**config.mk**
```make
export PLATFORM = sky130hd
export DESIGN_NAME = instr_fetch_unit
export DESIGN_NICKNAME = d
export VERILOG_FILES = /design/src/rtl/instr_fetch_unit.sv
export SDC_FILE = /design/constraint.sdc
export NUM_CORES = 1
export LEC_CHECK = 0
export ABC_AREA = 1
export CELL_PAD_IN_SITES_DETAIL_PLACEMENT = 0
export CELL_PAD_IN_SITES_GLOBAL_PLACEMENT = 1
export CORE_MARGIN = 3
export CORE_UTILIZATION = 25
export DETAILED_ROUTE_END_ITERATION = 12
export GPL_TIMING_DRIVEN = 0
export MAX_ROUTING_LAYER = met4
export PLACE_DENSITY = 0.53
export SYNTH_ARGS = -nofsm -noshare
export SYNTH_HDL_FRONTEND = slang
export SYNTH_SLANG_ARGS = --single-unit
```
**constraint.sdc**
```tcl
create_clock -name clk -period 3.6 [get_ports clk]
set_input_delay 0.72 -clock clk [delete_from_list [all_inputs] [get_ports clk]]
set_output_delay 0.72 -clock clk [all_outputs]
set_load 0.02 [all_outputs]
```
**src/rtl/instr_fetch_unit.sv**
```systemverilog
// Instruction fetch: owns the PC, captures ROM words into a small circular queue and
// hands them to decode over valid/ready. Optional macro IFU_BOUND_CHECK_EN stops fetch past the ROM end.
module instr_fetch_unit #(
  parameter int          MEM_DEPTH = 256,
  parameter int          QDEPTH    = 2,
  parameter logic [31:0] RESET_PC  = 32'd0
) (
  input  logic        clk,
  input  logic        rst_n,
  output logic [31:0] imem_pc,
  input  logic [31:0] imem_data,
  input  logic        stall,
  input  logic        redirect_valid,
  input  logic [31:0] redirect_pc,
  output logic        instr_valid,
  output logic [31:0] instr,
  output logic [31:0] instr_pc,
  input  logic        instr_ready,
  output logic        fetch_err
);

  localparam logic [1:0]  LAST_PTR = 2'(QDEPTH - 1);
  localparam logic [2:0]  DEPTH_C  = 3'(QDEPTH);
  localparam logic [31:0] LAST_PC  = 32'(MEM_DEPTH - 1);
  localparam logic [31:0] DEPTH_PC = 32'(MEM_DEPTH);

  // Handshake: decode takes the head on a cycle where instr_valid && instr_ready are
  // both high; instr/instr_pc stay put while instr_valid is high and instr_ready is low.
  logic [31:0] q_instr_q [4];
  logic [31:0] q_instr_d [4];
  logic [31:0] q_pc_q    [4];
  logic [31:0] q_pc_d    [4];
  logic [1:0]  head_q, head_d, tail_q, tail_d;
  logic [2:0]  count_q, count_d;
  logic [31:0] pc_q, pc_d;
  logic        err_q, err_d;
  logic        pop, push, fetch_en;

  function automatic logic [1:0] ptr_inc(input logic [1:0] p);
    return (p == LAST_PTR) ? 2'd0 : p + 2'd1;
  endfunction

  always_comb begin
    q_instr_d = q_instr_q;
    q_pc_d    = q_pc_q;
    head_d    = head_q;
    tail_d    = tail_q;
    count_d   = count_q;
    pc_d      = pc_q;
    err_d     = err_q;
`ifdef IFU_BOUND_CHECK_EN
    fetch_en  = !err_q;
`else
    fetch_en  = 1'b1;
`endif
    pop  = (count_q != 3'd0) && instr_ready;
    push = !stall && !redirect_valid && ((count_q < DEPTH_C) || pop) && fetch_en;

    if (redirect_valid) begin
      // Flush wins over everything; a same-cycle pop is simply lost with the flush.
      head_d  = 2'd0;
      tail_d  = 2'd0;
      count_d = 3'd0;
`ifdef IFU_BOUND_CHECK_EN
      pc_d  = redirect_pc;
      err_d = (redirect_pc >= DEPTH_PC);
`else
      pc_d  = redirect_pc % DEPTH_PC;
`endif
    end else begin
      if (push) begin
        q_instr_d[tail_q] = imem_data;
        q_pc_d[tail_q]    = pc_q;
        tail_d            = ptr_inc(tail_q);
`ifdef IFU_BOUND_CHECK_EN
        pc_d = pc_q + 32'd1;
        if (pc_q == LAST_PC) err_d = 1'b1;
`else
        pc_d = (pc_q == LAST_PC) ? 32'd0 : pc_q + 32'd1;
`endif
      end
      if (pop) head_d = ptr_inc(head_q);
      count_d = count_q + {2'b00, push} - {2'b00, pop};
    end
  end

  always_ff @(posedge clk or negedge rst_n) begin
    if (!rst_n) begin
      for (int i = 0; i < 4; i++) begin
        q_instr_q[i] <= 32'd0;
        q_pc_q[i]    <= 32'd0;
      end
      head_q  <= 2'd0;
      tail_q  <= 2'd0;
      count_q <= 3'd0;
      pc_q    <= RESET_PC;
      err_q   <= 1'b0;
    end else begin
      q_instr_q <= q_instr_d;
      q_pc_q    <= q_pc_d;
      head_q    <= head_d;
      tail_q    <= tail_d;
      count_q   <= count_d;
      pc_q      <= pc_d;
      err_q     <= err_d;
    end
  end

  assign imem_pc     = pc_q;
  assign instr_valid = (count_q != 3'd0);
  assign instr       = q_instr_q[head_q];
  assign instr_pc    = q_pc_q[head_q];
`ifdef IFU_BOUND_CHECK_EN
  assign fetch_err   = err_q;
`else
  assign fetch_err   = 1'b0;
`endif

endmodule
```
Figure 1. Sequential cells coloured by netlist name (run 1).
Drawn at 1 px/um. Other sequential cells in the stronger grey, the rest of the logic in the fainter grey.
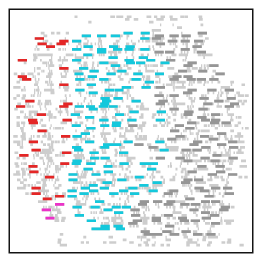
| colour | name in the netlist | flops |
|---|---|---|
| magenta | count_q | 3 |
| red | imem_pc | 32 |
| cyan | q_pc_q | 128 |
not coloured: 132

Figure 2. Congestion heat map (run 1).
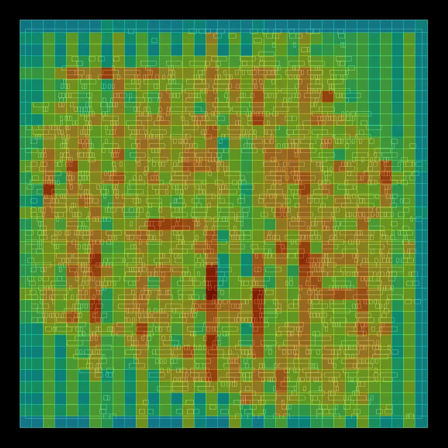
Overall Global Routing Usage: 0.176
met3 Usage GRT: 0.0267

Figure 3. Routed metal, one colour a layer (run 1).
Drawn at 1 px/um.
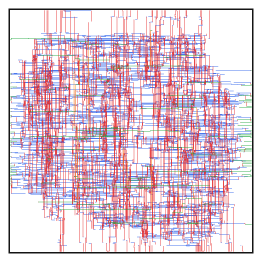
| colour | layer | wire length |
|---|---|---|
| red | met2 | 23.7 mm |
| orange | met4 | 635 um |
| blue | met1 | 23.8 mm |
| green | met3 | 2,120 um |

==> impl_metrics.json, run 1 <==
{
  "ys_seq_frac": 0.530,
  "worst_slew_pin_slew_ns": 0.730,
  "lay_top_cells": "409 x nand2_1, 316 x o21ai_0, 295 x dfrtp_1",
  "hold_viol": 0,
  "vias": 12100,
  "max_stage_delay_ns": 0.67,
  "diodes": 0,
  "wl_met3_um": 2120,
  "ys_sh_simple": 0.195,
  "die_area_um2": 58600,
  "ys_sh_xor": 0.00503,
  "max_cap_violations": 0,
  "htreeDepth": 2,
  "power.share.combinational": 0.326,
  "seqPwrFrac": 0.359,
  "drtIter0Drc": 824,
  "final-seq-area_um2": 7380,
  "vias_per_cell": 4.66,
  "met1_usage": 0.238,
  "hp-class": "in2async",
  "finalClockPeriodUsage": 0.976,
  "start_kind": "register",
  "synthesis.area_um2": 13900,
  "ys_warn_count": 0,
  "netlist_instances": 1661,
  "slew_headroom": 0.513,
  "power_leader": "sequential cells",
  "ys_cells": 1661,
  "ir_worst_vdd_mv": 0.283,
  "crit_top_cell": "buf_4",
  "top_area_cell": "dfrtp_1",
  "root_buffer": "clkbuf_16",
  "postRouteAntennaNets": 0,
  "die_h_um": 242,
  "fin_ws_ns": 0.0859,
  "first_pass_iters": 5,
  "insertion_delay_ns": 0.55,
  "whs_ns": 0.0348,
  "comb_power_mw": 3.71,
  "combGateArea_um2": 5530,
  "outcome": "complete, no violations",
  "flop_cell": "dfrtp_1",
  "final_core_util": 0.324,
  "wl_um": 50200,
  "dr.max_layer_used": "met4",
  "worstSetupPathType": "reg2out",
  "p_clk_mw": 3.59,
  "coreArea_um2": 54500,
  "cts_tree": "done",
  "drive_gt1_frac": 0.0981,
  "crit_chain": "buf_2 -> inv_1 -> buf_4 -> buf_4 -> nor2_1 -> o22ai_1 -> clkdlybuf4s50_1",
  "grtUsageMet2": 0.280,
  "yosys_register_bits": 295,
  "initial_core_util": 0.256,
  "clk_path_buf_depth": 3,
  "clkPwrFrac": 0.315,
  "worst_ep_arrival_time_ns": 2.79,
  "final.min_clock_period_ns": 3.51,
  "logic_family": "simple AND/OR/NAND/NOR gates",
  "ys_types": 32,
  "fmax_mhz": 285,
  "ys_sh_adder": 0.00503,
  "tool_warnings": 52,
  "critPathCaptureType": "primary output",
  "fp.dieW_um": 242,
  "fin_cells": 2605,
  "wl_met1_um": 23800,
  "place_worst_setup_slack_ns": 0.0797,
  "rows": 85,
  "ctsHoldBuffers": 0,
  "grt_max_degree": 91,
  "compound_area_frac": 0.188,
  "critPathSlowestCell": "clkdlybuf4s50_1",
  "wl_per_cell_um": 19.3,
  "intPower_mw": 7.34,
  "pg_seq_mw": 4.10,
  "antenna_found_initial": 0,
  "yosys_area_um2": 13900,
  "cts_buffers": 36
}
-- run 1: cell type report --
type	count	share of cell area
Buffer	106	0.0439
Clock inverter	13	0.00724
Inverter	95	0.0204
Timing Repair Buffer	144	0.0865
Sequential cell	295	0.419
Multi-Input combinational cell	1165	0.314
Tap cell	739	0.0525
Clock buffer	48	0.0571
-- run 1: stage by stage --
stage	setup TNS, ns	area, um2	total power [mW]
finish	0	17600	11.4
global route	-0.149	17600	12.1
CTS	-0.121	17600	11.6
detailed placement	0	16300	7.95
global placement	-3550.23	16300	7.92
floorplan	0	13900	6.12
-- run 1: path summary, 6_finish.rpt --
kind	cells after the start	end	slack, ns	start
worst max-delay path	7	instr[31]	0.09	head_q[0]$_DFFE_PN0P_
worst min-delay path	1	q_instr_q[21]$_DFFE_PN0P_	0.03	rst_n
worst max register to register	12	count_q[2]$_DFF_PN0_	1.35	count_q[1]$_DFF_PN0_
worst min register to register	2	q_pc_q[86]$_DFFE_PN0P_	0.48	q_pc_q[86]$_DFFE_PN0P_
max in group asynchronous	3	q_pc_q[88]$_DFFE_PN0P_	2.33	rst_n
min in group clk	2	q_pc_q[86]$_DFFE_PN0P_	0.48	q_pc_q[86]$_DFFE_PN0P_
-- run 1: repair_timing --
item / in CTS / in global routing
endpoints found under the setup margin: 64 / 37
gates resized: 54 / 39
buffers inserted: 0 / 0
-- run 1: worst max-delay path, delay by kind of cell (launching register included) --
kind | cells | cell delay [ns]
flip-flops | 1 | 0.39
AND/OR/NAND/NOR | 1 | 0.06
buffers and inverters | 5 | 1.49
AND-OR/OR-AND | 1 | 0.30
-- run 1: sequential cells by signal, summed over array words and instances, names as in the netlist --
register,flops
q_pc_q,128
tail_q,2
q_instr_q,128
imem_pc,32
count_q,3
head_q,2
==> inputs of run 2 (changes only) <==
- CTS_BUF_LIST: default -> sky130_fd_sc_hd__clkbuf_2 sky130_fd_sc_hd__clkbuf_4 sky130_fd_sc_hd__clkbuf_8
- CTS_CLUSTER_SIZE: default -> 16
- clock period: 3.6 -> 3.45 ns (I/O delays scaled with it)
==> impl_metrics.json, run 2 <==
{
  "outcome": "complete, no violations",
  "seq_share": 0.419,
  "synthesis.area_um2": 13900,
  "area_dominant_class": "registers",
  "drc": 0,
  "first_pass_iters": 5,
  "grt_use_total": 0.176,
  "worstRegToRegCells": 12,
  "worst-path-max-fanout": 10,
  "hold_viol": 0,
  "seqPwrFrac": 0.370,
  "leakage_nw": 8.00,
  "die_area_um2": 58600,
  "critPathCaptureType": "primary output",
  "logic_gate_count": 1165,
  "grt_max_degree": 91,
  "cts_tree": "done",
  "yosys_area_um2": 13900,
  "drive_gt1_frac": 0.127,
  "lay_top_cells": "409 x nand2_1, 316 x o21ai_0, 295 x dfrtp_1",
  "clkCellAreaFrac": 0.0669,
  "antenna_found_initial": 0,
  "combGateArea_um2": 5580,
  "worst_slew_pin_slew_ns": 0.748,
  "dpl.hpwl_um": 34400,
  "start_kind": "register",
  "syn_nets": 1735,
  "clock_skew_ns": 0.0151,
  "edf_count": 0,
  "flop_cell": "dfrtp_1",
  "coreArea_um2": 54500,
  "ys_types": 32,
  "ys_sh_simple": 0.195,
  "clk_path_buf_depth": 3,
  "compound_area_frac": 0.188,
  "fin_ws_ns": 0.150,
  "crit_required_ns": 2.76,
  "htreeDepth": 2,
  "wl_per_cell_um": 19.1,
  "setup_viol": 0,
  "grt-ovfl-total": 0,
  "cts_sinks": 295,
  "p_total_mw": 11.6,
  "mux_share": 0,
  "buffer_area_frac": 0.125,
  "io_buffers": 141,
  "grt_pass1_vias": 12800,
  "synth_top_area_share": 0.530,
  "ios": 167,
  "postRouteAntennaNets": 0,
  "slew_headroom": 0.502,
  "initial_core_util": 0.256,
  "fmax_mhz": 303,
  "async_reset_ff_frac": 1.00,
  "tool_warnings": 51,
  "root_buffer": "clkbuf_8",
  "drtIter0Drc": 763,
  "power.share.combinational": 0.319,
  "fin_setup_tns_ns": 0,
  "finalClockPeriodUsage": 0.957,
  "netlist_instances": 1661,
  "place_worst_setup_slack_ns": -0.0403,
  "clkbuf_count": 94,
  "syn_area_per_cell_um2": 8.38,
  "cts_buffers": 55,
  "intPower_mw": 7.34,
  "ys_seq_frac": 0.530,
  "p_switching_mw": 4.23,
  "ir_worst_vdd_mv": 0.262,
  "inv_count": 95,
  "yosysMostFrequentCell": "nand2_1",
  "ys_warn_count": 0,
  "hp-class": "reg2reg",
  "flop-count": 295,
  "die_h_um": 242,
  "topCellsByArea": "dfrtp_1 53%, o21ai_0 11%, nand2_1 11%",
  "grt_first_pass_wirelength_um": 78300,
  "clk_pin_slew_ns": 0.06,
  "top_area_cell": "dfrtp_1",
  "comb_area_share": 0.316,
  "pg_seq_mw": 4.28,
  "insertion_delay_ns": 0.64,
  "fill_cells": 5986,
  "logic_family": "simple AND/OR/NAND/NOR gates",
  "comb_power_mw": 3.70,
  "final-seq-area_um2": 7380,
  "worstHoldPathCells": 2,
  "p_per_area_nw_per_um2": 656,
  "worst_ep_arrival_time_ns": 2.61,
  "worstSetupPathType": "reg2out",
  "vias_per_cell": 4.64,
  "postPlaceCellArea_um2": 16300,
  "slew_violations": 0,
  "rows": 85,
  "post-cts-setup-buffers": 0,
  "design_area_um2": 17600,
  "final.min_clock_period_ns": 3.30,
  "max_cap_violations": 0,
  "nets": 1937,
  "p_clk_mw": 3.60,
  "power_leader": "sequential cells",
  "layout_top_cell": "nand2_1",
  "n_all_buffers": 251,
  "tap_cells": 739,
  "top_cells_by_count": "409 x nand2_1, 316 x o21ai_0, 295 x dfrtp_1",
  "yosys_register_bits": 295,
  "ys_cells": 1661,
  "diodes": 0,
  "rsz0062_at_grt": "false",
  "ys_sh_adder": 0.00503,
  "gp_congestion": 0.772,
  "area_growth_syn_to_layout_pct": 26.6,
  "fp.dieW_um": 242,
  "ys_sh_xor": 0.00503,
  "switching_share": 0.366,
  "clkPwrFrac": 0.311
}
[run 2: worst max-delay path: stages, from the launching register on]
cell             delay (ns)
dfrtp_1                0.39
clkbuf_4               0.22
inv_1                  0.13
buf_4                  0.24
clkbuf_4               0.26
o21ai_0                0.12
o22ai_2                0.24
clkdlybuf4s15_1        0.37
[run 2: path summary, 6_finish.rpt]
kind | slack (ns) | endpoint | from
min in group asynchronous | 0.53 | q_instr_q[21]$_DFFE_PN0P_ | rst_n
max reg2reg | 1.20 | count_q[2]$_DFF_PN0_ | count_q[1]$_DFF_PN0_
min reg2reg | 0.48 | q_instr_q[68]$_DFFE_PN0P_ | q_instr_q[68]$_DFFE_PN0P_
min | 0.48 | q_instr_q[68]$_DFFE_PN0P_ | q_instr_q[68]$_DFFE_PN0P_
max | 0.15 | instr_pc[14] | head_q[0]$_DFFE_PN0P_
max in group asynchronous | 1.68 | imem_pc[22]$_DFFE_PN0P_ | rst_n
[run 2: timing repair]
item,4_1_cts,5_1_grt
hold buffers,1,0
gates resized,117,19
pin swaps,0,1
endpoints found under the hold margin,32,0
setup endpoints to repair,64,14
[run 2: per-stage QoR]
step                      hold WS, ns  cells   util
final                           0.476   2646  0.324
after detailed placement        0.468   2544  0.300
after CTS                       0.481   2646  0.323
after floorplan                 0.394   1661      -
after global placement          0.461   2541  0.299
after global routing            0.494   2646  0.324
[run 2: kinds of logic (layout without fill, tap and decap cells)]
logic type / Yosys count / in the layout
simple gates: 676 / 676
flops: 295 / 295
other cells: 1 / 1
compound gates: 475 / 475
fa+ha+maj: 5 / 5
xor+xnor: 8 / 8
buf+inv: 201 / 447
[run 2: layer usage]
metal | GRT usage | routed length, um
met5 | - | 0
met4 | 0.0382 | 750
met3 | 0.0315 | 2200
met1 | 0.237 | 23900
met2 | 0.279 | 23700
Figure 4. Sequential cells coloured by netlist name (run 2).
Drawn at 1 px/um. Other sequential cells in the stronger grey, the rest of the logic in the fainter grey.
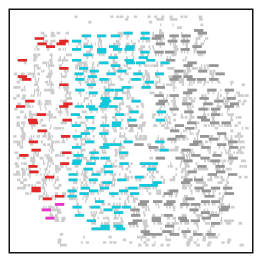
| colour | name in the netlist | flops |
|---|---|---|
| cyan | q_pc_q | 128 |
| magenta | count_q | 3 |
| red | imem_pc | 32 |
not coloured: 132

Figure 5. Signal wires on met3 (run 2).
Drawn at 1 px/um. Cells faint in the background.
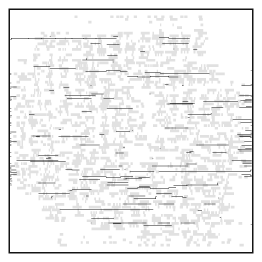
nets with wire on the layer: 125
main direction: horizontal
Vias: 12,300
Final Routed Wirelength: 50,500 um
met3 Usage GRT: 0.0315

==> inputs of run 3 (changes only) <==
- TNS_END_PERCENT: default -> 50
==> impl_metrics.json, run 3 <==
{
  "die_h_um": 242,
  "p_per_area_nw_per_um2": 657,
  "crit_buf_inv": 5,
  "clk_pin_slew_ns": 0.06,
  "worst_ep_arrival_time_ns": 2.61,
  "edf_count": 0,
  "max_cap_violations": 0,
  "async_reset_ff_frac": 1.00,
  "rows": 85,
  "cts_buffers": 55,
  "clkbuf_count": 94,
  "crit_chain": "clkbuf_4 -> inv_1 -> buf_4 -> clkbuf_4 -> o21ai_0 -> o22ai_2 -> dlygate4sd2_1",
  "nets": 1937,
  "fill_cells": 5978,
  "critPathSlowestCell": "dfrtp_1",
  "ys_types": 32,
  "reg2reg_from": "count_q[1]$_DFF_PN0_",
  "hp-class": "reg2reg",
  "diodes": 0,
  "final.min_clock_period_ns": 3.30,
  "worstHoldPathCells": 2,
  "max_stage_delay_ns": 0.39,
  "root_buffer": "clkbuf_8",
  "gp_congestion": 0.772,
  "insertion_delay_ns": 0.64,
  "grt_first_pass_wirelength_um": 78300,
  "cts_sinks": 295,
  "path_depth": 7,
  "drive_gt1_frac": 0.126,
  "rrSetupSlack_ns": 1.20,
  "rr_endpoint": "count_q[2]$_DFF_PN0_",
  "finalClockPeriodUsage": 0.955,
  "design_area_um2": 17700,
  "area_dominant_class": "registers",
  "rsz0062_at_grt": "true",
  "vias_per_cell": 4.65,
  "ys_cells": 1661,
  "buffer_area_frac": 0.128,
  "flop-count": 295,
  "critPathCaptureType": "primary output",
  "first_pass_iters": 6,
  "fp.dieW_um": 242,
  "ys_warn_count": 0,
  "initial_core_util": 0.256,
  "yosys_area_um2": 13900,
  "cts_tree": "done",
  "placed_cells": 2544,
  "worst_path_dominant_cell_family": "buffers and inverters",
  "synth_top_area_share": 0.530,
  "holdPathEnd": "q_instr_q[68]$_DFFE_PN0P_",
  "synthesis.area_um2": 13900,
  "start_kind": "register",
  "crit_top_cell": "clkbuf_4",
  "netlist_instances": 1661,
  "slew_headroom": 0.509,
  "top_area_cell": "dfrtp_1",
  "flop_cell": "dfrtp_1",
  "whs_ns": 0.475,
  "crit_required_ns": 2.76,
  "worstSetupPathType": "reg2out",
  "lay_top_cells": "409 x nand2_1, 316 x o21ai_0, 295 x dfrtp_1",
  "yosys_register_bits": 295,
  "n_all_buffers": 251,
  "top_cells_by_count": "409 x nand2_1, 316 x o21ai_0, 295 x dfrtp_1",
  "min-delay-start": "q_instr_q[68]$_DFFE_PN0P_",
  "tool_warnings": 52,
  "post-cts-setup-buffers": 0,
  "clock_skew_ns": 0.0135,
  "worst-path-max-fanout": 10,
  "area_growth_syn_to_layout_pct": 26.9,
  "p_total_mw": 11.6,
  "grt_max_degree": 91,
  "setup_viol": 0,
  "syn_nets": 1735,
  "place_worst_setup_slack_ns": -0.0403,
  "ctsHoldBuffers": 1,
  "htreeDepth": 2,
  "io_buffers": 141,
  "worstRegToRegCells": 12,
  "syn_area_per_cell_um2": 8.38,
  "cts_resized": 100,
  "fmax_mhz": 303,
  "drtIter0Drc": 813,
  "coreArea_um2": 54500,
  "leakage_nw": 8.14,
  "postPlaceCellArea_um2": 16300,
  "logic_gate_count": 1165,
  "grt_pass1_vias": 12800,
  "slew_violations": 0,
  "comb_area_share": 0.315,
  "wl_per_cell_um": 19.1,
  "dpl.hpwl_um": 34400,
  "clkCellAreaFrac": 0.0667,
  "combGateArea_um2": 5570,
  "postRouteAntennaNets": 0,
  "outcome": "complete, no violations",
  "layout_top_cell": "nand2_1",
  "hold_viol": 0,
  "die_area_um2": 58600,
  "fin_ws_ns": 0.154,
  "yosysMostFrequentCell": "nand2_1",
  "fin_cells": 2646,
  "antenna_found_initial": 0,
  "clk_path_buf_depth": 3,
  "fin_setup_tns_ns": 0,
  "ir_worst_vdd_mv": 0.263,
  "drc": 0,
  "ios": 167
}
==> run 3: cell counts after synthesis <==
Identical to the previous run, type by type.
==> run 3: power breakdown <==
group,total (mW),switching [mW],internal (mW)
Clock,3.60,1.54,2.06
Sequential,4.28,0.297,3.98
Combinational,3.74,2.39,1.34
==> run 3: worst max path at each step <==
stage	start	to	slack (ns)
2_1_floorplan	head_q[0]$_DFFE_PN0P_	instr_pc[18]	1.26
3_3_place_gp	rst_n	imem_pc[22]$_DFFE_PN0P_	-12.20
3_5_place_dp	head_q[0]$_DFFE_PN0P_	instr_pc[30]	-0.04
4_1_cts	head_q[0]$_DFFE_PN0P_	instr_pc[30]	-0.22
5_1_grt	head_q[0]$_DFFE_PN0P_	instr_pc[28]	-0.01
6_report	head_q[0]$_DFFE_PN0P_	instr_pc[16]	0.15
==> run 3: metal layers <==
layer | share of wire | GRT usage
met3 | 0.041 | 0.0317
met5 | 0 | -
met4 | 0.018 | 0.0394
met2 | 0.46 | 0.277
met1 | 0.48 | 0.238
==> run 3: worst reg2reg max path, cell delays in order (launching register included) <==
cell and delay [ns]:
dfrtp_1 0.41, nor2_1 0.14, nand2_2 0.08, nand2_2 0.17, nand2_2 0.09, nand2_4 0.17, ha_1 0.27, inv_1 0.06
ha_1 0.12, inv_1 0.04, fa_1 0.37, o21ai_0 0.16, a21oi_1 0.06
==> run 3: cell families after synthesis <==
family | count (synthesis) | share of synthesized area
XOR/XNOR | 8 | 0.00503
other | 1 | 0.000269
AND-OR/OR-AND | 475 | 0.188
flip-flops | 295 | 0.530
adder cells (fa/ha/maj) | 5 | 0.00503
AND/OR/NAND/NOR | 676 | 0.195
buffers and inverters | 201 | 0.0761
Figure 6. Sequential cells coloured by netlist name (run 3).
Drawn at 1 px/um. Other sequential cells in the stronger grey, the rest of the logic in the fainter grey.
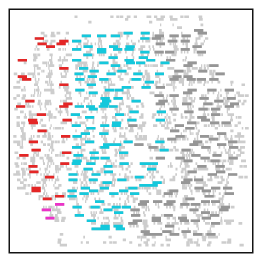
| colour | name in the netlist | flops |
|---|---|---|
| red | imem_pc | 32 |
| cyan | q_pc_q | 128 |
| magenta | count_q | 3 |
not coloured: 132
Flop area: 7380 um2
flop share of the area: 0.418
Seq group: 4.28 mW
Core Util, Final: 0.325

Figure 7. Routed metal, one colour a layer (run 3).
Drawn at 1 px/um.
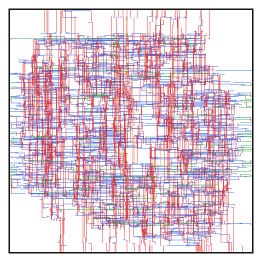
| colour | layer | wire length |
|---|---|---|
| blue | met1 | 24.1 mm |
| red | met2 | 23.5 mm |
| orange | met4 | 894 um |
| green | met3 | 2,080 um |
Vias: 12,300
Final Routed Wirelength: 50,500 um
Overall Global Routing Usage: 0.176

No activity file was given, so power comes from the tool's default toggle rates.
